PDN straps and rails:
Scale bar: 20 microns. Pins as bars on the die edge. Tap cells in grey.
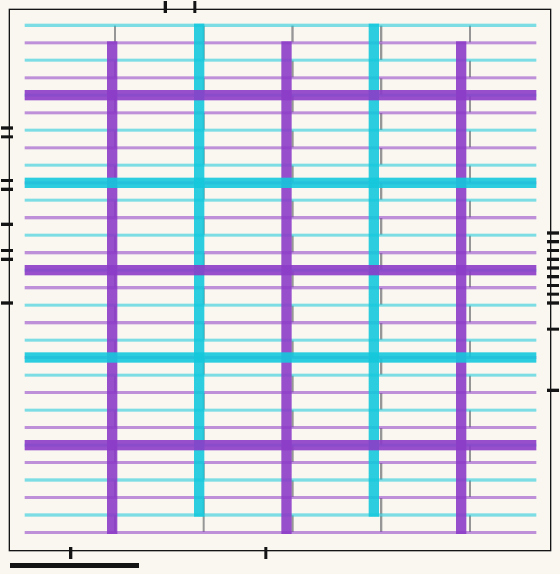
Sequential cells coloured by netlist name:
Scale bar: 20 microns. Other sequential cells in the stronger grey, the rest of the logic in the fainter grey.
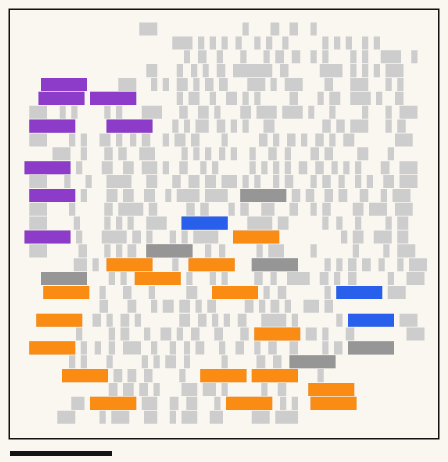
Placement view:
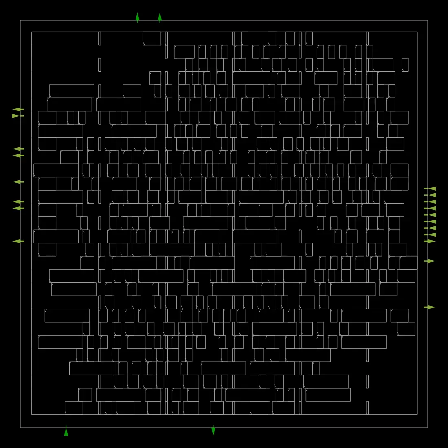
File: src/rtl/rr_arb_8.sv
// Eight-way round-robin arbiter with a per-grant hold limit.
// Grants are registered and presented both one-hot and as a 3-bit decoder index.
module rr_arb_8 #(
  parameter logic [15:0] HOLD_MAX = 16'd16
) (
  input  logic       sys_clk,
  input  logic       sys_rst_n,
  input  logic [7:0] req,
  output logic [7:0] gnt,
  output logic [2:0] gnt_idx,
  output logic       gnt_vld,
  output logic       timeout
);

  typedef enum logic {IDLE = 1'b0, GRANT = 1'b1} state_t;

  localparam logic [15:0] LAST = HOLD_MAX - 16'd1;

  state_t      state;
  logic [2:0]  ptr;
  logic [15:0] cnt;
  logic [2:0]  sel;

  // First requester at or after ptr, wrapping modulo 8.
  always_comb begin
    logic       found;
    logic [2:0] idx;
    sel   = ptr;
    found = 1'b0;
    idx   = ptr;
    for (int i = 0; i < 8; i++) begin
      idx = ptr + i[2:0];
      if (req[idx] && !found) begin
        sel   = idx;
        found = 1'b1;
      end
    end
  end

  always_ff @(posedge sys_clk or negedge sys_rst_n) begin
    if (!sys_rst_n) begin
      state   <= IDLE;
      ptr     <= 3'd0;
      cnt     <= 16'd0;
      gnt     <= 8'h00;
      gnt_idx <= 3'd0;
      gnt_vld <= 1'b0;
      timeout <= 1'b0;
    end else begin
      timeout <= 1'b0;
      case (state)
        IDLE: begin
          if (|req) begin
            gnt     <= 8'd1 << sel;
            gnt_idx <= sel;
            gnt_vld <= 1'b1;
            cnt     <= 16'd0;
            state   <= GRANT;
          end
        end
        GRANT: begin
          // A release on the limit cycle is a normal release, not a timeout.
          if (!req[gnt_idx]) begin
            gnt     <= 8'h00;
            gnt_vld <= 1'b0;
            ptr     <= gnt_idx + 3'd1;
            state   <= IDLE;
          end else if (cnt == LAST) begin
            gnt     <= 8'h00;
            gnt_vld <= 1'b0;
            timeout <= 1'b1;
            ptr     <= gnt_idx + 3'd1;
            state   <= IDLE;
          end else if (cnt != 16'hFFFF) begin
            cnt <= cnt + 16'd1;
          end
        end
        default: state <= IDLE;
      endcase
    end
  end

endmodule

File: config.mk
export PLATFORM = sky130hd
export DESIGN_NAME = rr_arb_8
export DESIGN_NICKNAME = d
export VERILOG_FILES = /design/src/rtl/rr_arb_8.sv
export SDC_FILE = /design/constraint.sdc
export NUM_CORES = 1
export LEC_CHECK = 0
export ABC_AREA = 1
export CAP_MARGIN = 30
export CELL_PAD_IN_SITES_DETAIL_PLACEMENT = 1
export CELL_PAD_IN_SITES_GLOBAL_PLACEMENT = 1
export CORE_MARGIN = 2
export CORE_UTILIZATION = 40
export DETAILED_ROUTE_END_ITERATION = 8
export PLACE_DENSITY = 0.82
export SLEW_MARGIN = 20
export SYNTH_ARGS = -nofsm -noshare
export SYNTH_HDL_FRONTEND = slang
export SYNTH_SLANG_ARGS = --single-unit
export TNS_END_PERCENT = 50
File: constraint.sdc
create_clock -name sys_clk -period 7.9 [get_ports sys_clk]
set_clock_uncertainty 0.2 [all_clocks]
set_input_delay 2.37 -clock sys_clk [delete_from_list [all_inputs] [get_ports sys_clk]]
set_output_delay 2.37 -clock sys_clk [all_outputs]
set_load 0.05 [all_outputs]
==> flow_summary.ini <==
; synthesis and place-and-route metrics
[power]
power_density_nw_per_um2 = 471
p_int_mw = 0.557
power_clock_mw = 0.130
comb_power_share_pct = 71.6
p_clk_share_pct = 9.4
netSwitchingFraction_pct = 59.5
vdd_drop_max_uv = 232
power_switching_mw = 0.820

[final_timing]
setup_viol = 0
grt_setup_unrepaired = no
slew_headroom_pct = 57.5
setup_slack_ns = 2.64
period_needed_ns = 5.26
tns_ns = 0
finalCritPeriodShare_pct = 66.6
whs_ns = 0.281

[worst_setup_path]
start_kind = input port
crit_path_max_incr_delay_ns = 0.55
r2r_cells = 16
crit_family = simple AND/OR/NAND/NOR gates
crit_arrival_ns = 5.28
r2r_end = gnt_idx[2]
r2r_setup_slack_ns = 4.56
slowest_stage = clkdlybuf4s50_1
path_max_fanout = 18
cp_cell_sequence = clkdlybuf4s50_1 > nor2_1 > and3_1 > nor2_2 > inv_1 > o21ai_0 > nand2_1 > inv_1 > nand3_1 > nor3_1 > a21oi_1 > nor2_1

[drt]
dr_wl_met3_microns = 179
drc_errors = 0
top_layer = met4
via_per_inst = 5.34
drt_iter0_drc = 145
ant_nets = 0

[cts]
cts_sinks = 33
root_buffer = clkbuf_8
numCtsBuffers = 5
cts.htree.levels = 2
ctsLongestPathBuffers = 2
cts_tree = done
hold_buffers = 0

[placement]
port_buffers = 22
dp_hpwl_mm = 5.66
gpl.final_weighted_congestion = 0.815

[flow_run]
cap_violations = 0
warnings = 27

[cells_and_area]
nNetsFinal = 412
stdcell_area_sq_um = 2930
mostFrequentLayoutCells = nand2_1 (110), nand3_1 (45), inv_1 (34)

[global_routing]
antenna_found_initial = 0
gr-usage-all-layers_pct = 21.7
grt_use_met1_pct = 31.3

[synth]
synth.avg_cell_area_sq_um = 6.82
synthTopLogicFamily = simple AND/OR/NAND/NOR gates
ys_sh_simple_pct = 46.7
synth.cellmix.compoundShare_pct = 9.05
ys_cells = 375

[hold_path]
holdPathStages = 2
min_to = gnt[0]

[floorplanning]
die_area_sq_um = 7050
die_w_microns = 84.0

[status]
outcome = finished, final reports clean
## Picture notes: 'PDN straps and rails'
- VDD: cyan
- VSS: purple
- tap cells: 77
- met1 rails: 30
- rows: 29

## Picture notes: 'sequential cells coloured by netlist name'
- `cnt`: orange (sequential cells 16)
- `ptr`: blue (sequential cells 3)
- `gnt`: purple (sequential cells 8)
flop share of the area: 28.2%
Sequential Power: 0.261 mW
area taken by flip-flops and latches: 826 sq um
final core occ: 46.6%

## Picture notes: 'placement view'
flip-flops: 33
row count: 29
filler cell count: 839
core footprint: 6280 sq um

==> worst max-delay path by stage <==
stage | cells after the start | slack (ns) | end | start
after floorplan | 14 | 3.95 | gnt_idx[2] | req[7]
after detailed placement | 12 | 2.32 | cnt[14] | req[0]
after CTS | 12 | 2.61 | cnt[14] | req[0]
after global routing | 12 | 2.24 | cnt[14] | req[0]
after global placement | 12 | 2.49 | cnt[14] | req[1]
final | 12 | 2.64 | cnt[14] | req[0]
==> worst reg2reg max path, stage by stage (launching register included) <==
cell      delay, ns
dfrtp_1        0.59
inv_2          0.24
ha_1           0.50
inv_2          0.20
nand3_1        0.14
nand2_1        0.09
nand2_1        0.06
nand2_1        0.14
inv_2          0.08
nor2_4         0.17
nand3_1        0.11
a211oi_1       0.20
nor2_1         0.08
nand2_2        0.12
nand2_2        0.10
nand2_1        0.10
o21ai_1        0.07
==> cell usage after synthesis (all sizes together) <==
library cell / instances / area share, %
a211oi: 1 / 0.29
a21oi: 8 / 1.9
and3: 1 / 0.24
buf: 5 / 1.5
clkbuf: 2 / 0.29
clkinv: 1 / 0.15
dfrtp: 33 / 32
ha: 4 / 2.0
inv: 41 / 6.0
nand2: 126 / 21
nand3: 53 / 12
nand4: 13 / 4.0
nor2: 34 / 6.3
nor3: 9 / 2.2
nor4: 5 / 1.2
o21a: 1 / 0.29
o21ai: 27 / 5.3
o21bai: 1 / 0.44
o31ai: 3 / 0.88
or2: 1 / 0.24
xnor2: 1 / 0.34
xor2: 5 / 1.7
==> area by class of cell <==
type                       instances  area, sq um
inverter                          42          158
multi-input combinational        293         1530
fill                             839         3350
sequential                        33          826
tap                               77         96.3
timing repair buffer              23          228
clock inverter                     1         7.51
clock buffer                       6         82.6
No activity file was given, so power comes from the tool's default toggle rates.
